Design spi_fl_xip_rd, sky130hd; sources not shown.
Fig. 1: run 1, cells by drive strength
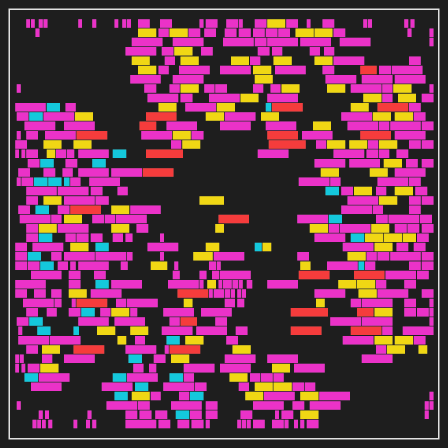
| color | size | cells | share |
|---|---|---|---|
| red | drive 6 and up | 24 | 4.6% |
| magenta | drive 1 or less | 377 | 72% |
| yellow | drive 3 to 4 | 93 | 18% |
| cyan | drive 2 | 33 | 6.3% |
Final WS setup: 1.94 ns
final instance area: 7390 um2
non-clock buffer instance count of the final layout: 125

Fig. 2: run 1, placed cells, one color a class
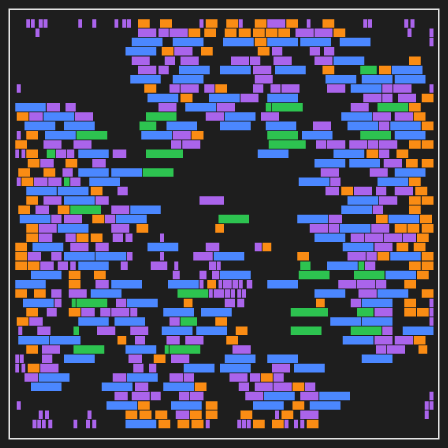
| color | class | cells | share of their area |
|---|---|---|---|
| blue | flops | 115 | 40% |
| purple | all other logic | 255 | 34% |
| orange | other buffers and delay cells | 125 | 17% |
| green | clock drivers and dummy loads | 32 | 8.6% |
flop share of the area: 0.389
standard-cell rows: 44

Fig. 3: run 1, local utilization
12 x 12 tiles, from black (low) to pale yellow (high), 0 to 100% covered.
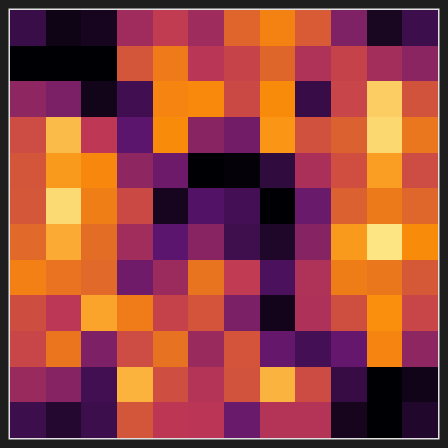
emptiest ninth of the die: middle
fullest tile: 94%
mean over tiles: 46%
tiles over 75% full: 9.7%
nearly empty tiles: 5.6%
initial standard-cell utilization of the core: 0.392
placeable core area: 14600 um2
post-route core utilization: 0.505

Fig. 4: run 1, sequential cells colored by netlist name
Other sequential cells in the stronger gray, the rest of the logic in the fainter gray.
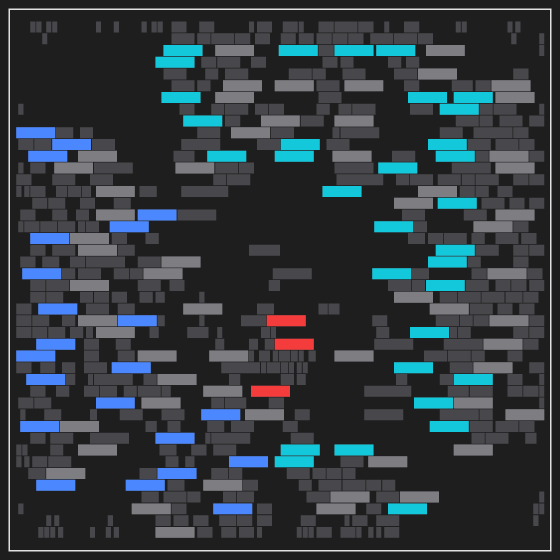
| color | signal | sequential cells |
|---|---|---|
| cyan | `u_main_buf/rd_data` | 32 |
| red | `r_state` | 3 |
| blue | `fl_address` | 22 |
Reg area: 2880 um2
power consumed by sequential cells: 1.07 mW

==> commit_impl_results.txt <==
Refresh implementation metrics

- The global routing stage identified its most utilized layer as met2.
- In this run the layout overhead on the synthesized area is reported as 28.7%.
- Largest family of logic cells by area: multiplexers
- Cell kind with the greatest summed area: flip-flops and latches
* Max-cap violations: 0
- Crit-path leading delay family: simple AND/OR/NAND/NOR gates
- The warning tally printed by Yosys for this design is 6.
- The worst setup path is launched from a primary input.
* Clock group total power: 1.12 mW
- Most instantiated library cell after synthesis: dfrtp_1
- As reported, the later end of the worst-skew pair has a clock insertion delay of 0.41 ns.
- Signal routing reaches up to met4.
* Overall global routing resource usage: 0.155
- Category of the worst setup path capture point: register
- Per the synthesis report, the XOR/XNOR share of the synthesized area is 0.0335.
* Clock network fraction of total power: 0.395
* Port Buffer Count: 119
- Fill cells in the final layout number 1239.
* Slowest stage cell, crit path: nor3_1
- For this block, the via count after detailed routing is 3333.
- The floorplan report gives the top-level pin count as 211.
- The layout report lists the non-clock buffer share of cell area as 0.167.
* Total Neg Setup Slack: 0 ns
- Number of antenna violations at the first check in global routing: 0
* DIE HEIGHT: 125 um
- Post-Synth Adder-Cell Area: 0
* Number of slew-limit violations in the final report: 0
- The completed layout was analyzed and its total power is 2.84 mW.
- Tapcell count: 184
- The average instance in the mapped netlist occupies 14.7 um2.
* Final-layout clock-cell area share: 0.0831
- The timing report gives the worst reg2reg path a setup slack of 2.45 ns.
- Result of the run: finished with violations
- In this run the VDD rail shows a maximum IR drop of 0.243 mV.
- dfrtp_1 takes more of the synthesized area than any other cell.
- Tmin final: 3.66 ns
- The number of cells on the worst reg-to-reg path is 8.
- In the synthesized netlist the dominant register cell turns out to be dfrtp_1.
* Crit path cell chain: clkdlybuf4s50_1 -> xor2_1 -> nor4_1 -> nand4_1 -> nor3_1 -> nor2_4 -> o22ai_4 -> buf_4 -> mux2_2
* Net Switching: 0.744 mW
* Sinks on the clock net: 115
* F_max: 0.273 GHz
- According to the report, the first pass of detailed routing completed in 7 iterations.
- Internal Pwr Total: 2.10 mW
* Placed Instance Area: 6780 um2
- Setup repair after global routing left no endpoint under its margin.
- Post-DRT Antenna Nets: 0
* 1st-iter DRT viols: 152
* Root buffer cell: clkbuf_16
- Number of multi-input combinational cells: 252
* Total length of routed met3 wires: 712 um
- The multi-input combinational cells in the finished layout cover a total of 2430 um2.
* Maximum number of pins on one net before global-route repair: 72
- Post-synthesis mux area share: 0.263
- Most common cell after layout, fill and taps aside: clkdlybuf4s50_1
* Number of global-route vias before repair: 3530
- Main area contributors: dfrtp_1 50%, mux2_4 21%, buf_4 7.4%
- Number of non-clock inverters in the layout: 3
* Worst setup path class: in -> reg
- Routing usage on met2: 0.249
- Count of distinct cell types in the synthesized netlist: 34
- # H-tree levels: 4
* Top-area cell share: 0.501
- Per the finish-stage timing summary, setup violations number 0.
- Buffering stage count on the worst path with inverters included: 2
- Share of cell area taken by multi-input logic gates: 0.328
- Detailed-placement wirelength estimate: 7.44 mm
* Worst-case clock buffer depth: 2
- The final reports fail on design-rule violations.
- Per the synthesis report, the simple-gate share of the synthesized area is 0.0294.
- Number of sequential storage elements: 115
- Cell count after placement: 679
* Syn Inst Count: 390
- Average detailed-routed wire length per instance: 16.2 um
* Top Layout Cells: 118 x clkdlybuf4s50_1, 115 x dfrtp_1, 79 x mux2_4
* Top cells by count, synth: 115 x dfrtp_1, 79 x mux2_4, 57 x buf_4, 32 x a22o_1, 28 x mux2_2
- The transition time recorded at the tightest slew-check pin is 1.15 ns.
* Proportion of total power due to net switching: 0.262
- The final timing report lists clock skew as 0.00900 ns.
- Looking at the worst setup and hold paths, the clock pins of their registers show a slew of 0.05 ns.
- Counting the buffers created by CTS gives 17.
- After clock tree synthesis, the setup repair step added 0 buffers.
- After clock tree synthesis, the repair step resized 0 gates.
* Path class of the lowest-slack min-delay path: in -> async
- Counting buffers and inverters, the worst setup path is 9 cells deep.
* Hold bufs inserted after CTS: 0
- Max-Slew Margin vs Limit: 0.233
- Static power due to leakage: 3.45 nW
- Global-route wire length before repair: 18.6 mm
* Clock tree from TritonCTS: built
- Portion of the clock cycle consumed by the worst path in the final layout: 0.654
* Data required time at the worst endpoint: 5.89 ns
- Die footprint: 15600 um2
- The finished layout holds 711 standard cells, fillers aside.
* Layout cell share with drive strength beyond 1: 0.285
* Yosys stat cell total: 390
- In the per-layer summary, the met1 wirelength comes to 5.17 mm.
- For the combinational group, total power comes out at 0.645 mW.
- YS chip area: 5740 um2
- Clock buffer count in the final layout: 23
- Met1 Resource Use GR: 0.190
* Cell area after technology mapping: 5740 um2
* Compound Share, Synth: 0.0590
- Per-cell via count in the routed design: 4.69
- Top contributor to total power: clock
* Remaining routing DRC violations: 29
- Tool warnings: 60
- Detailed route wirelength on metal2: 5.44 mm
- Of the total power, registers draw 0.378.
- Total power normalized to cell area comes to 384 nW/um2.
- Die X-Extent: 125 um
- In this run the worst path has a maximum fanout of 28.
- Antenna cells: 0
* Wire length reported by the detailed router: 11.5 mm
- Timing analysis after detailed placement gives a worst setup slack of 1.42 ns.
* Combinational Power Share: 0.227
- The tightest hold path in the finished design has a slack of 0.426 ns.
- Number of flip-flops and latches in the synthesized netlist: 115
- For this run, the post-layout net count is 612.
- Delay of the slowest critical-path stage: 0.53 ns
- Asr flop ratio synth: 1.00
- Final Hold Violating Endpoints: 0
- Proportion of synthesized chip area in sequential cells: 0.501
Power and IR drop assume default switching activity.
